==> src/rtl/mult_dispatch.sv <==
// mult_dispatch: FIFO-buffered operand sequencer and result collector around a Booth multiplier.
// One job is in flight at a time. Its FIFO slot is released only when the job leaves WAIT.
module mult_dispatch #(
  parameter int WIDTH      = 4,
  parameter int FIFO_DEPTH = 4,
  parameter int TIMEOUT    = 31
) (
  input  logic                 clk,
  input  logic                 reset_n,
  input  logic                 in_valid,
  output logic                 in_ready,
  input  logic [WIDTH-1:0]     in_a,
  input  logic [WIDTH-1:0]     in_b,
  output logic [WIDTH-1:0]     mul_multiplicand,
  output logic [WIDTH-1:0]     mul_multiplier,
  output logic                 mul_start,
  input  logic [2*WIDTH-1:0]   mul_result,
  input  logic                 mul_finished,
  output logic                 out_valid,
  input  logic                 out_ready,
  output logic [2*WIDTH-1:0]   out_result,
  output logic                 out_timeout,
  output logic                 busy
);
  localparam int AW = $clog2(FIFO_DEPTH);
  localparam int CW = $clog2(TIMEOUT + 1);
  typedef enum logic [1:0] {IDLE, START, WAIT, OUT} state_t;
  state_t r_state, w_next;
  logic [2*WIDTH-1:0] r_mem [FIFO_DEPTH];
  logic [AW-1:0] r_wr, r_rd;
  logic [AW:0] r_count;
  logic [CW-1:0] r_cnt;
  logic r_armed, r_out_valid, r_out_timeout;
  logic [2*WIDTH-1:0] r_out_result;
  logic [WIDTH-1:0] r_mcand, r_mplier;
  logic w_push, w_pop, w_done, w_tmo, w_empty, w_full;

  always_ff @(posedge clk or negedge reset_n)
    if (!reset_n) r_state <= IDLE;
    else r_state <= w_next;

  always_comb begin
    w_next = r_state;
    case (r_state)
      IDLE:    w_next = w_empty ? IDLE : START;
      START:   w_next = WAIT;
      WAIT:    w_next = w_pop ? OUT : WAIT;
      default: w_next = out_ready ? IDLE : OUT;
    endcase
  end

  always_comb begin
    w_empty          = r_count == '0;
    w_full           = r_count == (AW+1)'(FIFO_DEPTH);
    in_ready         = reset_n && !w_full;
    w_push           = in_valid && in_ready;
    w_done           = r_state == WAIT && r_armed && mul_finished;
    w_tmo            = r_state == WAIT && !w_done && r_cnt == CW'(TIMEOUT - 1);
    w_pop            = w_done || w_tmo;
    mul_start        = r_state == START;
    mul_multiplicand = r_mcand;
    mul_multiplier   = r_mplier;
    out_valid        = r_out_valid;
    out_result       = r_out_result;
    out_timeout      = r_out_timeout;
    busy             = r_state != IDLE || !w_empty;
  end

  always_ff @(posedge clk)
    if (w_push) r_mem[r_wr] <= {in_a, in_b};

  always_ff @(posedge clk or negedge reset_n) begin
    if (!reset_n) begin
      r_wr          <= '0;
      r_rd          <= '0;
      r_count       <= '0;
      r_cnt         <= '0;
      r_armed       <= 1'b0;
      r_mcand       <= '0;
      r_mplier      <= '0;
      r_out_valid   <= 1'b0;
      r_out_timeout <= 1'b0;
      r_out_result  <= '0;
    end else begin
      if (w_push) r_wr <= r_wr + 1'b1;
      if (w_pop) r_rd <= r_rd + 1'b1;
      r_count <= r_count + (AW+1)'(w_push) - (AW+1)'(w_pop);
      if (r_state == IDLE && !w_empty) begin
        r_mcand  <= r_mem[r_rd][2*WIDTH-1:WIDTH];
        r_mplier <= r_mem[r_rd][WIDTH-1:0];
      end
      if (r_state == START) begin
        r_armed <= 1'b0;
        r_cnt   <= '0;
      end
      // a finished seen before any low sample belongs to the previous job
      if (r_state == WAIT && !mul_finished) r_armed <= 1'b1;
      if (w_done) begin
        r_out_result  <= mul_result;
        r_out_timeout <= 1'b0;
        r_out_valid   <= 1'b1;
      end else if (w_tmo) begin
        r_out_result  <= '0;
        r_out_timeout <= 1'b1;
        r_out_valid   <= 1'b1;
      end else if (r_state == WAIT) r_cnt <= r_cnt + 1'b1;
      if (r_state == OUT && out_ready) r_out_valid <= 1'b0;
    end
  end
endmodule

==> config.mk <==
export PLATFORM = sky130hd
export DESIGN_NAME = mult_dispatch
export DESIGN_NICKNAME = d
export VERILOG_FILES = /design/src/rtl/mult_dispatch.sv
export SDC_FILE = /design/constraint.sdc
export NUM_CORES = 1
export LEC_CHECK = 0
export CAP_MARGIN = 20
export CORE_MARGIN = 8
export CORE_UTILIZATION = 45
export CTS_BUF_LIST = sky130_fd_sc_hd__clkbuf_16
export CTS_CLUSTER_DIAMETER = 40
export DETAILED_ROUTE_END_ITERATION = 6
export GPL_TIMING_DRIVEN = 0
export HOLD_SLACK_MARGIN = 0.06
export PLACE_DENSITY = 0.68
export SETUP_SLACK_MARGIN = 0.4
export SLEW_MARGIN = 20
export SYNTH_ARGS = -nofsm -noshare
export SYNTH_HDL_FRONTEND = slang
export SYNTH_SLANG_ARGS = --single-unit
export TNS_END_PERCENT = 100
==> constraint.sdc <==
create_clock -name clk -period 4.8 [get_ports clk]
set_input_delay 0.96 -clock clk [delete_from_list [all_inputs] [get_ports clk]]
set_output_delay 0.96 -clock clk [all_outputs]
set_load 0.005 [all_outputs]
Figure 1. Sequential cells colored by netlist name (run 1).
Scale: 4 px per micron. Other sequential cells in the stronger gray, the rest of the logic in the fainter gray.
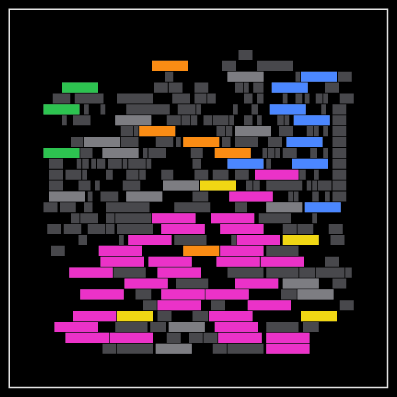
legend:
  r_count:
    color: green
    flops: 3
  out_result:
    color: blue
    flops: 8
  r_cnt:
    color: orange
    flops: 5
  mul_multiplicand:
    color: yellow
    flops: 4
  r_mem:
    color: magenta
    flops: 32
not colored: 13
power dissipated in sequential cells: 0.858 mW
FF+latch area: 0.001787 sq mm

Figure 2. Routing congestion (run 1).
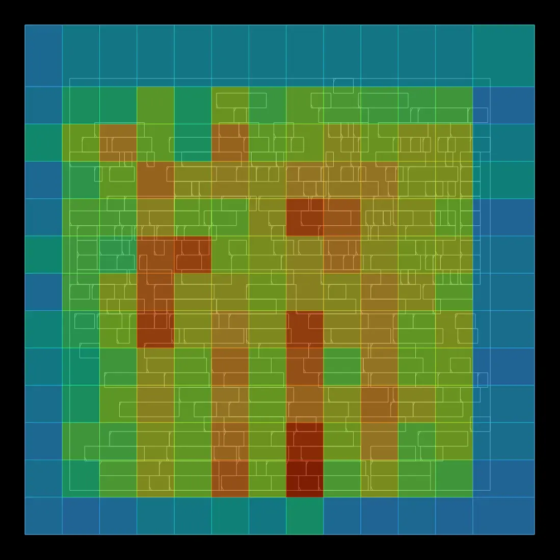
most used routing layer in global routing: met2
post-detailed-route wirelength per cell: 15.77 microns

==> qor_table.md, run 1 <==
| Item | This run | Unit |
|---|---|---|
| Global Route met1 Usage | 0.1514 | - |
| Post-place instance area | 0.003272 | sq mm |
| Maximum number of pins on one net before global-route repair | 30 | - |
| Arrival time of data at the critical path endpoint | 2.22 | ns |
| Average cell area after synthesis | 15.04 | sq um |
| Total negative slack | 0 | ns |
| Vias in the first global route | 1734 | - |
| Most numerous cell in the Yosys netlist | sky130_fd_sc_hd__dfrtp_1 | - |
| CTS Hold Buffers Added | 0 | - |
| Routed via count | 1597 | - |
| Cells after synthesis | 183 | - |
| Number of nets still failing antenna checks after routing | 0 | - |
| Time the worst path needs with I/O delays and setup | 3.184 | ns |
| Final weighted congestion in routability-driven placement | 0.6934 | - |
| Total power per unit cell area | 629.0 | mW/mm^2 |
| Met3 layer usage reported by global route | 0.04237 | - |
| YS chip area | 0.002753 | sq mm |
| Number of placement rows | 28 | - |
| Global routing usage on met2 | 0.1929 | - |
| Fraction of final layout cells sized beyond drive strength 1 | 0.1583 | - |
| Startpoint type of the worst setup path | input port | - |
| Critical path's slowest cell | sky130_fd_sc_hd__clkdlybuf4s50_1 | - |
| Insertion delay of the later-clocked pin in the worst-skew pair | 0.32 | ns |
| Count of port buffers added during placement | 41 | - |
| Area of all placed cells without fillers | 0.003573 | sq mm |
| Cell family with the largest share of critical-path delay | buffers and inverters | - |
| Fraction of power consumed by the clock network | 0.293 | - |
| Cell types with the highest counts after synthesis | 33 x sky130_fd_sc_hd__dfrtp_1, 32 x sky130_fd_sc_hd__edfxtp_1, 18 x sky130_fd_sc_hd__nand2_1, 13 x sky130_fd_sc_hd__ha_1, 13 x sky130_fd_sc_hd__inv_1 | - |
| Count of placed standard cells in the final layout, fillers left out | 315 | - |
| Violation count after the first detailed-routing iteration | 71 | - |
| Required time worst endpoint | 3.84 | ns |
| Number of setup violations in the final report | 0 | - |
| Peak Freq | 314.0 | MHz |
| Chain of cells forming the critical path | buf_2, buf_12, a21boi_2, clkdlybuf4s50_1 | - |
| Worst reg2reg path endpoint | r_count[2] | - |
| Floorplan core density | 0.4649 | - |
| Number of max-cap violations | 0 | - |
| Post-CTS setup-driven buffer insertion count | 0 | - |
| Floorplan die width | 94.21 | microns |
| Beginning of the critical path | reset_n | - |
| Number of logic stages on the critical path including buffering | 4 | - |
| Count of H-tree levels built during CTS | 3 | - |
| Area leader, netlist | sky130_fd_sc_hd__edfxtp_1 | - |
| Initial antenna violation count | 0 | - |
| Slowest cell delay on critical path | 0.55 | ns |
| Seq pwr share | 0.382 | - |
| Unrepaired setup endpoints after global routing | no | - |
| Maximum vdd ir drop | 0.3816 | mV |
| Area growth from synthesis to layout | 29.82 | % |
| Worst-path fanout max | 29 | - |
| Final HPWL DP | 3.465 | mm |
| Min-delay worst type | input port to async pin | - |
| Antenna diode count | 0 | - |
| Relative max-transition margin | 0.6418 | - |
| Setup Skew | 0.005754 | ns |
| Die Area | 0.008876 | sq mm |
| CTS tree | yes | - |
| Core area | 0.005921 | sq mm |
| Total congestion overflow after global routing | 0 | - |
| DIE HEIGHT | 94.21 | microns |
| Total track usage | 0.1264 | - |
| Flops after synth | 65 | - |
| Setup slack of the worst register-to-register path | 2.27 | ns |
| Count of different cell masters after synthesis | 32 | - |
| Transition time at the pin with the least slew margin | 0.5373 | ns |
| Dpl cells | 300 | - |
| DRC violation count after routing | 0 | - |
| Status | complete, no violations | - |
| Share of the yosys chip area belonging to registers | 0.6491 | - |
| Critical path capture point type | primary output | - |
Figure 3. Signal wires by layer (run 1).
Scale: 4 px per micron.
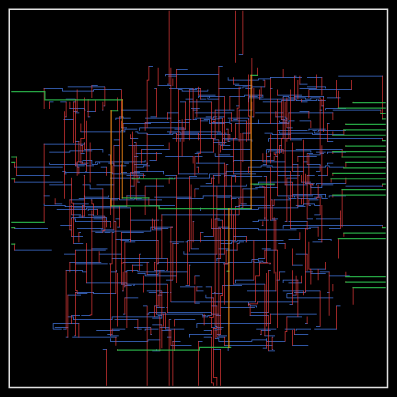
legend:
  M1:
    color: blue
    wire_length: 2270 microns
  M4:
    color: orange
    wire_length: 116 microns
  M3:
    color: green
    wire_length: 343 microns
  M2:
    color: red
    wire_length: 2240 microns

run 1: power by group through the flow:
stage / Clock, mW / Combinational, mW / Sequential [mW]
final: 0.659 / 0.731 / 0.858
after global routing: 0.701 / 0.817 / 0.877
after CTS: 0.674 / 0.751 / 0.860
after detailed placement: 0 / 0.747 / 0.870
after global placement: 0 / 0.725 / 0.863
after floorplan: 0 / 0.452 / 0.858
run 1: worst min path at each step:
stage                        startpoint                  end  slack (ns)  cells after the start
CTS                             reset_n    mul_multiplier[3]        0.47                      1
floorplan                   out_timeout          out_timeout        0.49                      2
global route                    reset_n    mul_multiplier[3]        0.47                      1
detailed placement  mul_multiplicand[2]  mul_multiplicand[2]        0.49                      1
global placement    mul_multiplicand[0]  mul_multiplicand[0]        0.49                      1
finish                          reset_n    mul_multiplier[3]        0.47                      1
run 1: registers in the layout (all words and copies together), names as in the netlist:
signal / cells
r_mem: 32
out_result: 8
r_cnt: 5
mul_multiplicand: 4
mul_multiplier: 4
r_count: 3
r_rd: 2
r_state: 2
r_wr: 2
out_timeout: 1
out_valid: 1
r_armed: 1
run 1: final cells by class:
type / instances / area (sq um)
timing repair buffer: 42 / 425.4
inverter: 13 / 48.80
multi-input combinational: 100 / 884.6
tap: 75 / 93.84
clock inverter: 6 / 76.32
buffer: 5 / 32.53
fill: 483 / 2347
sequential: 65 / 1787
clock buffer: 9 / 225.2
run 1: routing by layer:
layer | up-vias | share of wire
met5 | - | 0
met4 | 0 | 0.023
met3 | 10 | 0.069
met2 | 42 | 0.45
met1 | 789 | 0.46
li1 | 756 | -
run 1: metrics by stage:
stage / utilization / setup WS [ns] / hold WS (ns)
2_1_floorplan: - / 2.149 / 0.4884
3_3_place_gp: 0.5501 / 0.2331 / 0.4903
3_5_place_dp: 0.5526 / 1.510 / 0.4923
4_1_cts: 0.6036 / 1.585 / 0.4656
5_1_grt: 0.6036 / 1.518 / 0.4736
6_report: 0.6036 / 1.616 / 0.4730
run 1: layout by cell type (no fill, tap or decap), types with 2 or more instances in the layout:
cell type / count
sky130_fd_sc_hd__clkdlybuf4s50_1: 40
sky130_fd_sc_hd__dfrtp_1: 33
sky130_fd_sc_hd__edfxtp_1: 32
sky130_fd_sc_hd__nand2_1: 18
sky130_fd_sc_hd__inv_1: 15
sky130_fd_sc_hd__ha_1: 13
sky130_fd_sc_hd__mux2_2: 9
sky130_fd_sc_hd__clkbuf_16: 9
sky130_fd_sc_hd__o21ai_0: 8
sky130_fd_sc_hd__mux4_2: 8
sky130_fd_sc_hd__xnor2_1: 6
sky130_fd_sc_hd__nand2b_1: 5
sky130_fd_sc_hd__and3_1: 5
sky130_fd_sc_hd__mux2i_1: 5
sky130_fd_sc_hd__nor2_1: 4
sky130_fd_sc_hd__buf_2: 3
sky130_fd_sc_hd__and2_1: 2
sky130_fd_sc_hd__nand3_1: 2
sky130_fd_sc_hd__a21oi_1: 2
sky130_fd_sc_hd__a31oi_1: 2
sky130_fd_sc_hd__bufinv_16: 2
run 1: kinds of logic after synthesis:
kind of cell / synth area share
xor+xnor: 0.02227
simple gates: 0.07227
compound gates: 0.04000
buf+inv: 0.02955
mux: 0.1205
flops: 0.6491
fa+ha+maj: 0.06637
--- run 2 (diff from run 1) ---
==> constraint.sdc (replaced) <==
create_clock -name clk -period 3.3 [get_ports clk]
set_input_delay 0.66 -clock clk [delete_from_list [all_inputs] [get_ports clk]]
set_output_delay 0.66 -clock clk [all_outputs]
set_load 0.005 [all_outputs]
Figure 4. Close-up of the layout (run 2).
Region (61, 14) to (81, 34) microns. Cells in gray, sequential cells in the stronger gray; small squares are vias.
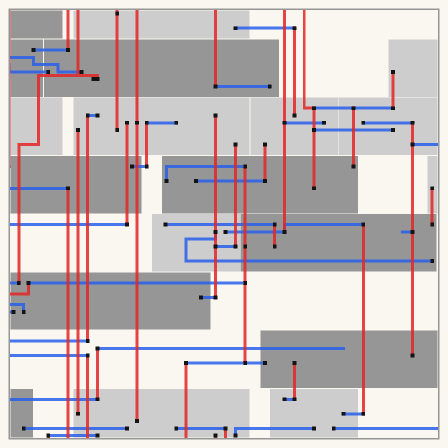
legend:
  M1:
    color: blue
  M2:
    color: red
cells with their middle in the window: 13
sequential cells in the window: 6
most frequent: mux2_2 (3), dfrtp_1 (3), edfxtp_1 (3)
netlist names of flops here include: r_mem (3), mul_multiplier (2)

==> qor_table.md, run 2 <==
| Item | This run | Unit |
|---|---|---|
| Number of setup violations in the final report | 0 | - |
| Post-synth design cell area | 0.002753 | sq mm |
| Count of port buffers added during placement | 41 | - |
| Routed via count | 1597 | - |
| CTS Hold Buffers Added | 0 | - |
| Post-CTS setup-driven buffer insertion count | 0 | - |
| Max reg flops | 32 | - |
| YS chip area | 0.002753 | sq mm |
| First-pass DRT Iterations | 4 | - |
| Sum of routed wire length over all layers | 4.967 | mm |
| Share of flip-flops with an asynchronous set or reset | 0.5077 | - |
| Status | complete, no violations | - |
| Total power per unit cell area | 914.9 | mW/mm^2 |
| Final HPWL DP | 3.465 | mm |
| Post-place instance area | 0.003272 | sq mm |
| Flops after synth | 65 | - |
| Average cell area after synthesis | 15.04 | sq um |
| Final hold slack | 0.1730 | ns |
| Post-detailed-route wirelength per cell | 15.77 | microns |
| Min setup slack post-route | 0.6701 | ns |
| I/O pins | 42 | - |
| Total congestion overflow after global routing | 0 | - |
| MUX share of area | 0.1205 | - |
| Commonest non-fill, non-tap cells in the layout | 40 x sky130_fd_sc_hd__clkdlybuf4s50_1, 33 x sky130_fd_sc_hd__dfrtp_1, 32 x sky130_fd_sc_hd__edfxtp_1 | - |
| Floorplan core density | 0.4649 | - |
| Switching share of power | 0.2770 | - |
| Cell types with the highest counts after synthesis | 33 x sky130_fd_sc_hd__dfrtp_1, 32 x sky130_fd_sc_hd__edfxtp_1, 18 x sky130_fd_sc_hd__nand2_1, 13 x sky130_fd_sc_hd__ha_1, 13 x sky130_fd_sc_hd__inv_1 | - |
| Count of placed standard cells in the final layout, fillers left out | 315 | - |
| Fraction of final layout cells sized beyond drive strength 1 | 0.1583 | - |
| Adder and majority cell fraction of the synthesized area | 0.06636 | - |
| Share of the yosys chip area belonging to registers | 0.6491 | - |
| Peak Freq | 380.3 | MHz |
| Worst-path fanout max | 29 | - |
| Antenna diode count | 0 | - |
| Maximum vdd ir drop | 0.5550 | mV |
| Most numerous cell in the Yosys netlist | sky130_fd_sc_hd__dfrtp_1 | - |
| Wire length of the first global-routing pass | 8.397 | mm |
| Relative max-transition margin | 0.6418 | - |
| Main logic family after synthesis | multiplexers | - |
| Maximum number of pins on one net before global-route repair | 30 | - |
| Setup Skew | 0.005754 | ns |
| Transition time at the pin with the least slew margin | 0.5373 | ns |
| Area of all placed cells without fillers | 0.003573 | sq mm |
| Total count of max-transition violations in the final report | 0 | - |
| Register ranked first by flip-flop count | r_mem | - |
| Floorplan die width | 94.21 | microns |
| Area leader, netlist | sky130_fd_sc_hd__edfxtp_1 | - |
| DRC violation count after routing | 0 | - |
| Final weighted congestion in routability-driven placement | 0.6934 | - |
| Total internal power | 2.364 | mW |
| Seq pwr share | 0.382 | - |
| Log Warnings | 34 | - |
| Initial antenna violation count | 0 | - |
| CTS tree | yes | - |
| Post-place setup slack | 0.3098 | ns |
| Synthesized-area fraction occupied by xor and xnor cells | 0.02227 | - |
| Violation count after the first detailed-routing iteration | 71 | - |
| Total clock sinks | 65 | - |
| Core area | 0.005921 | sq mm |
| Number of max-cap violations | 0 | - |
| Critical path capture point type | register | - |
| Number of nets still failing antenna checks after routing | 0 | - |
| Post-synthesis share of cell area spent on and, or, nand and nor gates | 0.07227 | - |
| Time the worst path needs with I/O delays and setup | 2.630 | ns |
| Area growth from synthesis to layout | 29.82 | % |
| Cells after synthesis | 183 | - |
| Min-delay worst type | input port to async pin | - |
| Fraction of power consumed by the clock network | 0.293 | - |
| Insertion delay of the later-clocked pin in the worst-skew pair | 0.32 | ns |
| Dpl cells | 300 | - |
| Vias in the first global route | 1734 | - |
| AO/OA Area Share | 0.04000 | - |
| Total negative slack | 0 | ns |
| Count of different cell masters after synthesis | 32 | - |
| Number of buffers added by the clock tree synthesis step | 9 | - |
| Startpoint type of the worst setup path | input port | - |
| Required time worst endpoint | 3.54 | ns |
| Unrepaired setup endpoints after global routing | no | - |
| Total of fill cells in the finished design | 483 | - |
| Total of warnings raised by yosys | 0 | - |
| DIE HEIGHT | 94.21 | microns |
| Arrival time of data at the critical path endpoint | 2.87 | ns |
| Most instantiated logic cell after routing | sky130_fd_sc_hd__clkdlybuf4s50_1 | - |
| Die Area | 0.008876 | sq mm |
| Number of placement rows | 28 | - |
| Count of H-tree levels built during CTS | 3 | - |
Figure 5. Routing congestion (run 2).
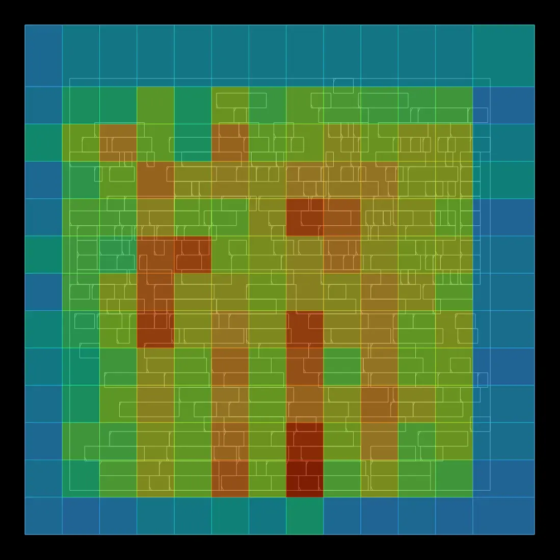
global routing usage on met2: 0.1929
Global Route met1 Usage: 0.1514
final core utilization: 0.6036
total track usage: 0.1264

==> run 2: area by class of cell <==
class	count	area, sq um	area share
buffer	5	32.53	0.009104
clock inverter	6	76.32	0.02136
sequential	65	1787	0.5000
inverter	13	48.80	0.01366
clock buffer	9	225.2	0.06303
multi-input combinational	100	884.6	0.2475
tap	75	93.84	0.02626
timing repair buffer	42	425.4	0.1190
==> run 2: worst paths after layout <==
check / start / end / slack [ns] / depth (start not counted)
worst max-delay path: reset_n / r_count[2] / 0.67 / 12
worst max register to register: r_state[0] / r_count[2] / 0.77 / 12
worst min register to register: mul_multiplicand[2] / mul_multiplicand[2] / 0.50 / 1
min in group clk: mul_multiplicand[2] / mul_multiplicand[2] / 0.50 / 1
worst min-delay path: reset_n / mul_multiplier[3] / 0.17 / 1
max in group asynchronous: reset_n / r_count[1] / 2.72 / 2
==> run 2: worst max-delay path, cell delays in order <==
cell                       delay, ns
sky130_fd_sc_hd__buf_2          0.19
sky130_fd_sc_hd__buf_12         0.22
sky130_fd_sc_hd__a21boi_2       0.28
sky130_fd_sc_hd__and2_1         0.23
sky130_fd_sc_hd__inv_1          0.07
sky130_fd_sc_hd__ha_1           0.28
sky130_fd_sc_hd__inv_1          0.06
sky130_fd_sc_hd__ha_1           0.13
sky130_fd_sc_hd__inv_1          0.04
sky130_fd_sc_hd__fa_1           0.38
sky130_fd_sc_hd__xnor2_1        0.18
sky130_fd_sc_hd__xnor2_1        0.14
==> run 2: layer usage <==
metal  vias to the layer above  GRT usage  share of wire
li1                        756          -              -
met1                       789     0.1514           0.46
met2                        42     0.1929           0.45
met3                        10    0.04237          0.069
met4                         0    0.07530          0.023
met5                         -          0              0
==> run 2: power by group through the flow <==
stage | Sequential [mW] | Clock (mW) | Combinational [mW]
finish | 1.25 | 0.958 | 1.06
detailed placement | 1.27 | 0 | 1.09
global placement | 1.26 | 0 | 1.05
CTS | 1.25 | 0.980 | 1.09
global route | 1.28 | 1.02 | 1.19
floorplan | 1.25 | 0 | 0.657
==> run 2: cell families (layout without fill, tap and decap cells) <==
group	after synthesis	after routing
xor gates and xnor gates	7	7
and+or+nand+nor	40	40
adders and majority gates	14	14
buffers and inverters	18	75
AOI/OAI and AO/OA	17	17
muxes	22	22
DFF	65	65
Power is estimated from default activity; no workload was simulated.
